Figure 1. Met1 routing (run 1).
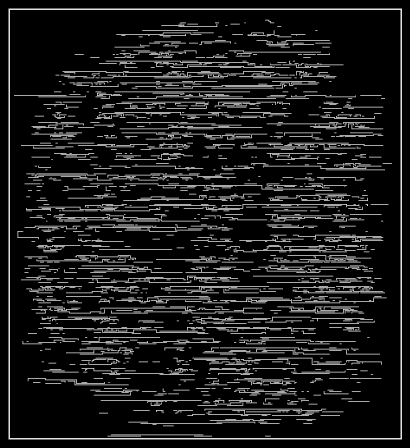
Figure 2. Met2 routing (run 1).
The bar under the picture is 20 um long. Cells faint in the background.
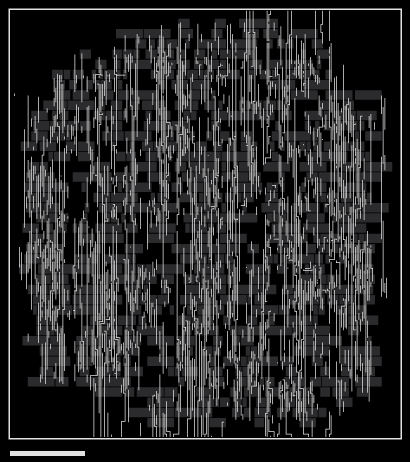
Figure 3. Metal 3 (run 1).
The bar under the picture is 20 um long.
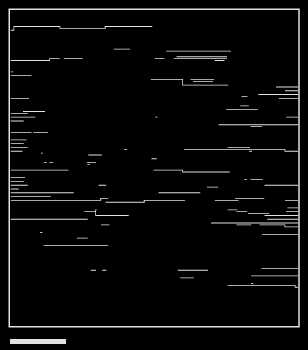
Figure 4. Signal wires on met4 (run 1).
Cells faint in the background.
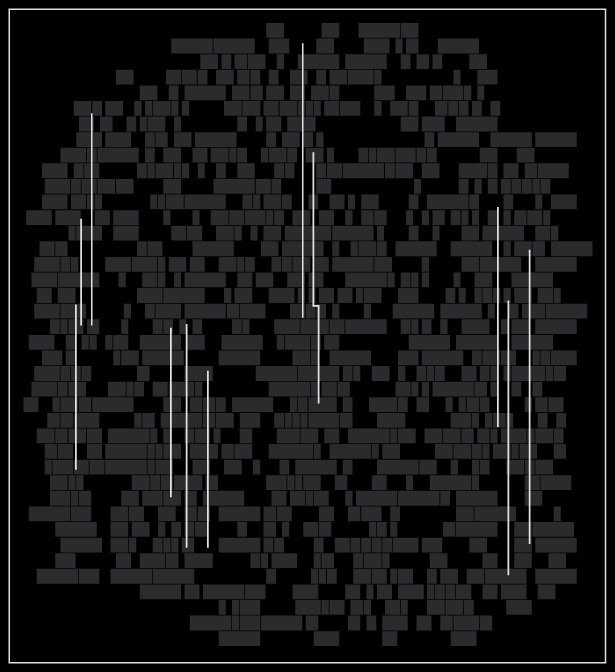
===== src/rtl/rendering_pkg.sv =====
// Shared rendering constants and the plotter state encoding.
package rendering_pkg;

    localparam int unsigned SCREEN_W          = 320;
    localparam int unsigned SCREEN_H          = 240;
    localparam int unsigned X_W               = 9;
    localparam int unsigned Y_W               = 8;
    localparam int unsigned X_Y_PRODUCT_BITES = 17;
    localparam int unsigned ADDR_W            = X_Y_PRODUCT_BITES;
    localparam int unsigned COLOR_W           = 3;

    typedef enum logic [1:0] {
        IDLE = 2'd0,
        RUN  = 2'd1,
        DONE = 2'd2
    } state_e;

endpackage


===== src/rtl/rect_plotter_span_stepper.sv =====
// Raster stepper: walks px/py across a clipped span and keeps the linear
// address in step by accumulation, so no per-pixel multiply is needed.
module span_stepper
    import rendering_pkg::*;
#(
    parameter int unsigned ROW_STRIDE = 320
) (
    input  logic              clk,
    input  logic              reset,
    input  logic              load_i,
    input  logic              advance_i,
    input  logic [X_W-1:0]    x0_i,
    input  logic [Y_W-1:0]    y0_i,
    input  logic [X_W:0]      x_end_i,
    input  logic [Y_W:0]      y_end_i,
    input  logic [ADDR_W-1:0] row_base_i,
    output logic [X_W-1:0]    px_o,
    output logic [Y_W-1:0]    py_o,
    output logic [ADDR_W-1:0] addr_o,
    output logic              last_o
);

    logic [X_W-1:0]    px_q, px_d, x0_q, x0_d;
    logic [Y_W-1:0]    py_q, py_d;
    logic [X_W:0]      x_end_q, x_end_d;
    logic [Y_W:0]      y_end_q, y_end_d;
    logic [ADDR_W-1:0] row_base_q, row_base_d, addr_q, addr_d;
    logic              x_wrap, y_last;

    assign x_wrap = ((X_W+1)'(px_q) + (X_W+1)'(1)) == x_end_q;
    assign y_last = ((Y_W+1)'(py_q) + (Y_W+1)'(1)) == y_end_q;
    assign last_o = x_wrap && y_last;

    always_comb begin
        px_d       = px_q;
        py_d       = py_q;
        x0_d       = x0_q;
        x_end_d    = x_end_q;
        y_end_d    = y_end_q;
        row_base_d = row_base_q;
        addr_d     = addr_q;
        if (load_i) begin
            px_d       = x0_i;
            py_d       = y0_i;
            x0_d       = x0_i;
            x_end_d    = x_end_i;
            y_end_d    = y_end_i;
            row_base_d = row_base_i;
            addr_d     = row_base_i + ADDR_W'(x0_i);
        end else if (advance_i) begin
            if (x_wrap) begin
                // New row: the address restarts from the next row base plus the left edge.
                px_d       = x0_q;
                py_d       = py_q + Y_W'(1);
                row_base_d = row_base_q + ADDR_W'(ROW_STRIDE);
                addr_d     = row_base_q + ADDR_W'(ROW_STRIDE) + ADDR_W'(x0_q);
            end else begin
                px_d   = px_q + X_W'(1);
                addr_d = addr_q + ADDR_W'(1);
            end
        end
    end

    always_ff @(posedge clk) begin
        if (reset) begin
            px_q       <= '0;
            py_q       <= '0;
            x0_q       <= '0;
            x_end_q    <= '0;
            y_end_q    <= '0;
            row_base_q <= '0;
            addr_q     <= '0;
        end else begin
            px_q       <= px_d;
            py_q       <= py_d;
            x0_q       <= x0_d;
            x_end_q    <= x_end_d;
            y_end_q    <= y_end_d;
            row_base_q <= row_base_d;
            addr_q     <= addr_d;
        end
    end

    assign px_o   = px_q;
    assign py_o   = py_q;
    assign addr_o = addr_q;

endmodule


===== src/rtl/rect_plotter.sv =====
// Rectangle fill engine: clips the request at start, then emits one pixel
// write per accepted valid/ready transfer in raster order.
module rect_plotter #(
    parameter int unsigned SCREEN_W = rendering_pkg::SCREEN_W,
    parameter int unsigned SCREEN_H = rendering_pkg::SCREEN_H,
    parameter int unsigned COLOR_W  = rendering_pkg::COLOR_W
) (
    input  logic                                   clk,
    input  logic                                   reset,
    input  logic                                   start,
    input  logic [rendering_pkg::X_W-1:0]          x0,
    input  logic [rendering_pkg::Y_W-1:0]          y0,
    input  logic [rendering_pkg::X_W-1:0]          w,
    input  logic [rendering_pkg::Y_W-1:0]          h,
    input  logic [COLOR_W-1:0]                     color,
    output logic                                   plot,
    input  logic                                   plot_ready,
    output logic [rendering_pkg::X_W-1:0]          px,
    output logic [rendering_pkg::Y_W-1:0]          py,
    output logic [rendering_pkg::ADDR_W-1:0]       addr,
    output logic [COLOR_W-1:0]                     pcolor,
    output logic                                   busy,
    output logic                                   done
);

    import rendering_pkg::*;

    localparam int unsigned XW = rendering_pkg::X_W;
    localparam int unsigned YW = rendering_pkg::Y_W;
    localparam int unsigned AW = rendering_pkg::ADDR_W;

    state_e             state_q;
    logic               plot_q, busy_q, done_q;
    logic [COLOR_W-1:0] pcolor_q;

    logic [XW:0]   x_sum, x_end_c;
    logic [YW:0]   y_sum, y_end_c;
    logic [AW-1:0] row_base_c;
    logic          empty, load, xfer, last;

    // Sums are one bit wider than the coordinates so the clip never wraps.
    assign x_sum      = (XW+1)'(x0) + (XW+1)'(w);
    assign y_sum      = (YW+1)'(y0) + (YW+1)'(h);
    assign x_end_c    = (32'(x_sum) > SCREEN_W) ? (XW+1)'(SCREEN_W) : x_sum;
    assign y_end_c    = (32'(y_sum) > SCREEN_H) ? (YW+1)'(SCREEN_H) : y_sum;
    assign empty      = (32'(x0) >= SCREEN_W) || (32'(y0) >= SCREEN_H) || (w == '0) || (h == '0);
    assign row_base_c = AW'(y0) * AW'(SCREEN_W);

    assign load = (state_q == IDLE) && start && !empty;
    assign xfer = plot_q && plot_ready;

    span_stepper #(
        .ROW_STRIDE (SCREEN_W)
    ) u_stepper (
        .clk        (clk),
        .reset      (reset),
        .load_i     (load),
        .advance_i  (xfer && !last),
        .x0_i       (x0),
        .y0_i       (y0),
        .x_end_i    (x_end_c),
        .y_end_i    (y_end_c),
        .row_base_i (row_base_c),
        .px_o       (px),
        .py_o       (py),
        .addr_o     (addr),
        .last_o     (last)
    );

    always_ff @(posedge clk) begin
        if (reset) begin
            state_q  <= IDLE;
            plot_q   <= 1'b0;
            busy_q   <= 1'b0;
            done_q   <= 1'b0;
            pcolor_q <= '0;
        end else begin
            done_q <= 1'b0;
            unique case (state_q)
                IDLE: begin
                    if (start) begin
                        pcolor_q <= color;
                        if (empty) begin
                            state_q <= DONE;
                            done_q  <= 1'b1;
                        end else begin
                            state_q <= RUN;
                            plot_q  <= 1'b1;
                            busy_q  <= 1'b1;
                        end
                    end
                end
                RUN: begin
                    if (xfer && last) begin
                        state_q <= DONE;
                        plot_q  <= 1'b0;
                        busy_q  <= 1'b0;
                        done_q  <= 1'b1;
                    end
                end
                DONE:    state_q <= IDLE;
                default: state_q <= IDLE;
            endcase
        end
    end

    assign plot   = plot_q;
    assign busy   = busy_q;
    assign done   = done_q;
    assign pcolor = pcolor_q;

endmodule


===== config.mk =====
export PLATFORM = sky130hd
export DESIGN_NAME = rect_plotter
export DESIGN_NICKNAME = d
export VERILOG_FILES = /design/src/rtl/rendering_pkg.sv /design/src/rtl/rect_plotter_span_stepper.sv /design/src/rtl/rect_plotter.sv
export SDC_FILE = /design/constraint.sdc
export NUM_CORES = 1
export LEC_CHECK = 0
export CAP_MARGIN = 20
export CORE_ASPECT_RATIO = 1.1
export CORE_MARGIN = 2
export CORE_UTILIZATION = 55
export CTS_BUF_LIST = sky130_fd_sc_hd__clkbuf_2 sky130_fd_sc_hd__clkbuf_4 sky130_fd_sc_hd__clkbuf_8
export DETAILED_ROUTE_END_ITERATION = 10
export DONT_BUFFER_PORTS = 1
export PLACE_DENSITY = 0.7
export SYNTH_ARGS = -nofsm -noshare
export SYNTH_HDL_FRONTEND = slang
export SYNTH_SLANG_ARGS = --single-unit

===== constraint.sdc =====
create_clock -name clk -period 7.44 [get_ports clk]
set_input_delay 2.232 -clock clk [delete_from_list [all_inputs] [get_ports clk]]
set_output_delay 2.232 -clock clk [all_outputs]
set_load 0.03 [all_outputs]

==> flow_summary.toml, run 1 <==
# physical design summary
[synth]
synth_cell_types = 69
top_area_share_pct = 26.6
yosys_cells = 753
synthTopCellsByCount = "nor2_1, dfxtp_1, nand2_1"

[cells_and_area]
seq_area_share_pct = 25.6
final_layout_top_logic_cells = "nor2_1, dfxtp_1, nand2_1, xnor2_1, a21oi_1"
layout.area.seq_sq_um = 1600
clkCellAreaFrac_pct = 2.98

[clocking]
cts_tree = "done"
clk_latency_ns = 0.36
cts-htree-levels = 3

[setup_path]
max_stage_delay_ns = 0.53
r2r_end = "u_stepper.addr_o[3]$_SDFFE_PP0P_"
critPathRequiredTime_ns = 7.69
endpoint_kind = "flop"
r2r-start = "u_stepper.px_o[0]$_SDFFE_PP0P_"
path_cells = "or4_1 -> nor4_1 -> or3_2 -> buf_4 -> a211o_1 -> a31oi_1 -> and2_1 -> a32o_1"
worst_path_max_delay_cell = "or4_1"
cp_max_fo = 49

[die]
num_rows = 40

[grt]
first_global_vias = 5266
grt_max_degree = 65

[timing]
setup_viol = 0
tightest_slew_ns = 0.887

[pwr]
switchingPower_uw = 446
pwr-share-seq_pct = 45.9
p_leak_uw = 0.00237

[outcome]
status = "finished clean"

[hold_path]
hp-class = "reg2reg"

[flow_run]
maxCapViolations = 0
## Picture notes: Figure 1
- main direction: horizontal
- longest straight run: 35.9 um
M1 GR Usage: 32.2%
DR vias: 5,371
final wirelength: 15,400 um

## Picture notes: Figure 2
- wire length on this layer: 7,340 um
- main direction: vertical
- share of all routed wire: 48%
- longest straight run: 43.5 um
grt met2 use: 46.6%

## Picture notes: Figure 3
- main direction: horizontal
- longest straight run: 36.1 um
- nets with wire on the layer: 68
- share of all routed wire: 5.8%
met3 Usage GRT: 6.51%

## Picture notes: Figure 4
- main direction: vertical
- longest straight run: 51.0 um

## run 1: registers in the layout (all words and copies together) (netlist names)
name / flops
u_stepper.x_end_q: 10
u_stepper.row_base_q: 11
pcolor: 3
u_stepper.py_o: 8
u_stepper.px_o: 9
u_stepper.x0_q: 9
state_q: 2
u_stepper.addr_o: 17
busy: 1
done: 1
u_stepper.y_end_q: 9
## run 1: metal layers
layer | part of all wire, % | vias up | global-route usage (%)
li1 | - | 2677 | -
met1 | 44 | 2531 | 32.2
met2 | 48 | 136 | 46.6
met3 | 5.8 | 27 | 6.51
met4 | 2.7 | 0 | 9.37
met5 | 0 | - | 0
## run 1: kinds of logic after synthesis
logic type / share of synthesized area (%)
simple gates: 21.5
mux: 1.33
flops: 26.6
xor+xnor: 12.5
buf+inv: 4.36
fa+ha+maj: 9.77
compound gates: 23.9
--- run 2 (diff from run 1) ---
--- a/config.mk
+++ b/config.mk
@@ -12,7 +12,7 @@
 export CTS_BUF_LIST = sky130_fd_sc_hd__clkbuf_2 sky130_fd_sc_hd__clkbuf_4 sky130_fd_sc_hd__clkbuf_8
 export DETAILED_ROUTE_END_ITERATION = 10
 export DONT_BUFFER_PORTS = 1
-export PLACE_DENSITY = 0.7
+export PLACE_DENSITY = 0.73
 export SYNTH_ARGS = -nofsm -noshare
 export SYNTH_HDL_FRONTEND = slang
 export SYNTH_SLANG_ARGS = --single-unit
==> constraint.sdc (replaced) <==
create_clock -name clk -period 4.1 [get_ports clk]
set_input_delay 1.23 -clock clk [delete_from_list [all_inputs] [get_ports clk]]
set_output_delay 1.23 -clock clk [all_outputs]
set_load 0.03 [all_outputs]
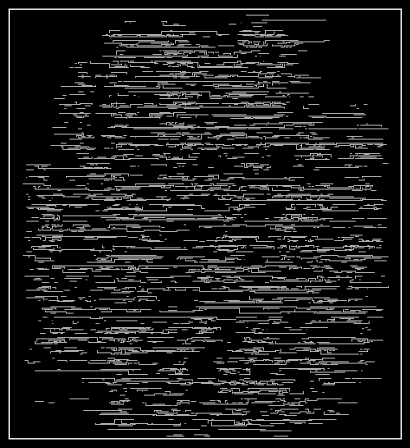
Figure 5: run 2, met1 routing.
- main direction: horizontal
- share of all routed wire: 42%
- longest straight run: 43.2 um
- wire length on this layer: 6,670 um
final wirelength: 15,800 um
M1 GR Usage: 33.8%
DR vias: 5,507

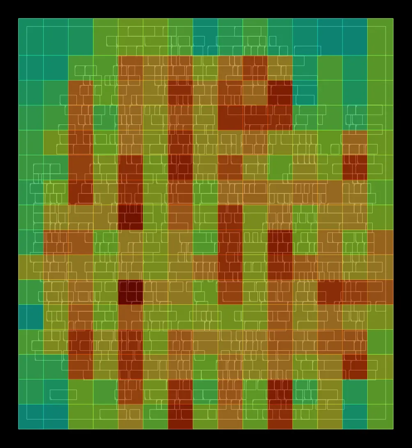
Figure 6: run 2, congestion heat map.
Core Util, Final: 58.9%
GRT Total Usage: 27.5%
routed len/inst: 17.7 um
GRT Max-Usage Layer: met2

==> run 2 against run 1 <==
  * Largest power group unchanged
  * Via count increased by 2.5%
  * Final cell count increased by 1.5%
  * Core utilization increased by 1.0 points
  * Combinational power increased by 92%
  * Critical path depth increased by 2
  * Critical endpoint is now u_stepper.addr_o[3]$_SDFFE_PP0P_
==> flow_summary.toml, run 2 <==
# physical design summary
[setup_path]
r2r_end = "u_stepper.addr_o[3]$_SDFFE_PP0P_"
path_cells = "ha_1 -> nand3_1 -> and2_1 -> o21ai_0 -> nand3_1 -> nand2_4 -> buf_4 -> o31a_1 -> a21oi_1 -> a311oi_2"
cp_max_fo = 26
worst-path-buf-inv = 1
max_stage_delay_ns = 0.75
worst_path_max_delay_cell = "o31a_1"
critPathRequiredTime_ns = 4.38
r2r-start = "u_stepper.px_o[1]$_SDFFE_PP0P_"
endpoint_kind = "flop"

[die]
die_x_um = 104
die_y_um = 114
num_rows = 40

[grt]
gr-usage-met2_pct = 48.2
grt_max_degree = 65
first_global_vias = 5372
grt_use_met3_pct = 6.63

[synth]
synth_cell_types = 69
top_area_share_pct = 26.6
yosys_cells = 753
synthTopCellsByCount = "nor2_1, dfxtp_1, nand2_1"
syn_nets = 838
synth_cells = 753

[cells_and_area]
layout.area.seq_sq_um = 1600
largest_register_ffs = 17
clkCellAreaFrac_pct = 3.26
flops = 80
final_layout_top_logic_cells = "nor2_1, dfxtp_1, nand2_1, xnor2_1, a21oi_1"
fin_nets = 825
final_cells = 892

[clocking]
clk_latency_ns = 0.38
cts-htree-levels = 3

[pwr]
swShare_pct = 38.0
peakVddDrop_mv = 0.178
pwr-share-seq_pct = 43.1
p_leak_uw = 0.00243

[outcome]
status = "finished clean"

[routing]
wl_met2_um = 7690
wl_met1_um = 6670
routed.top_layer = "met4"

[flow_run]
maxCapViolations = 0

[timing]
tightest_slew_ns = 0.859
setup_viol = 0

[hold_path]
hp-class = "reg2reg"
-- run 2: logic make-up after synthesis --
family / Yosys count / share of synthesized area, %
AND/OR/NAND/NOR: 266 / 21.5
AND-OR/OR-AND: 208 / 23.9
flip-flops: 80 / 26.6
buffers and inverters: 61 / 4.36
XOR/XNOR: 86 / 12.5
multiplexers: 8 / 1.33
adder cells (fa/ha/maj): 44 / 9.77
-- run 2: worst reg2reg max path, stage by stage (launching register included) --
cell	delay (ns)
dfxtp_1	0.59
ha_1	0.41
nand3_1	0.24
and2_1	0.26
o21ai_0	0.17
nand3_1	0.29
nand2_4	0.17
buf_4	0.29
o31a_1	0.75
a21oi_1	0.17
a311oi_2	0.27
Power is estimated from default activity; no workload was simulated.
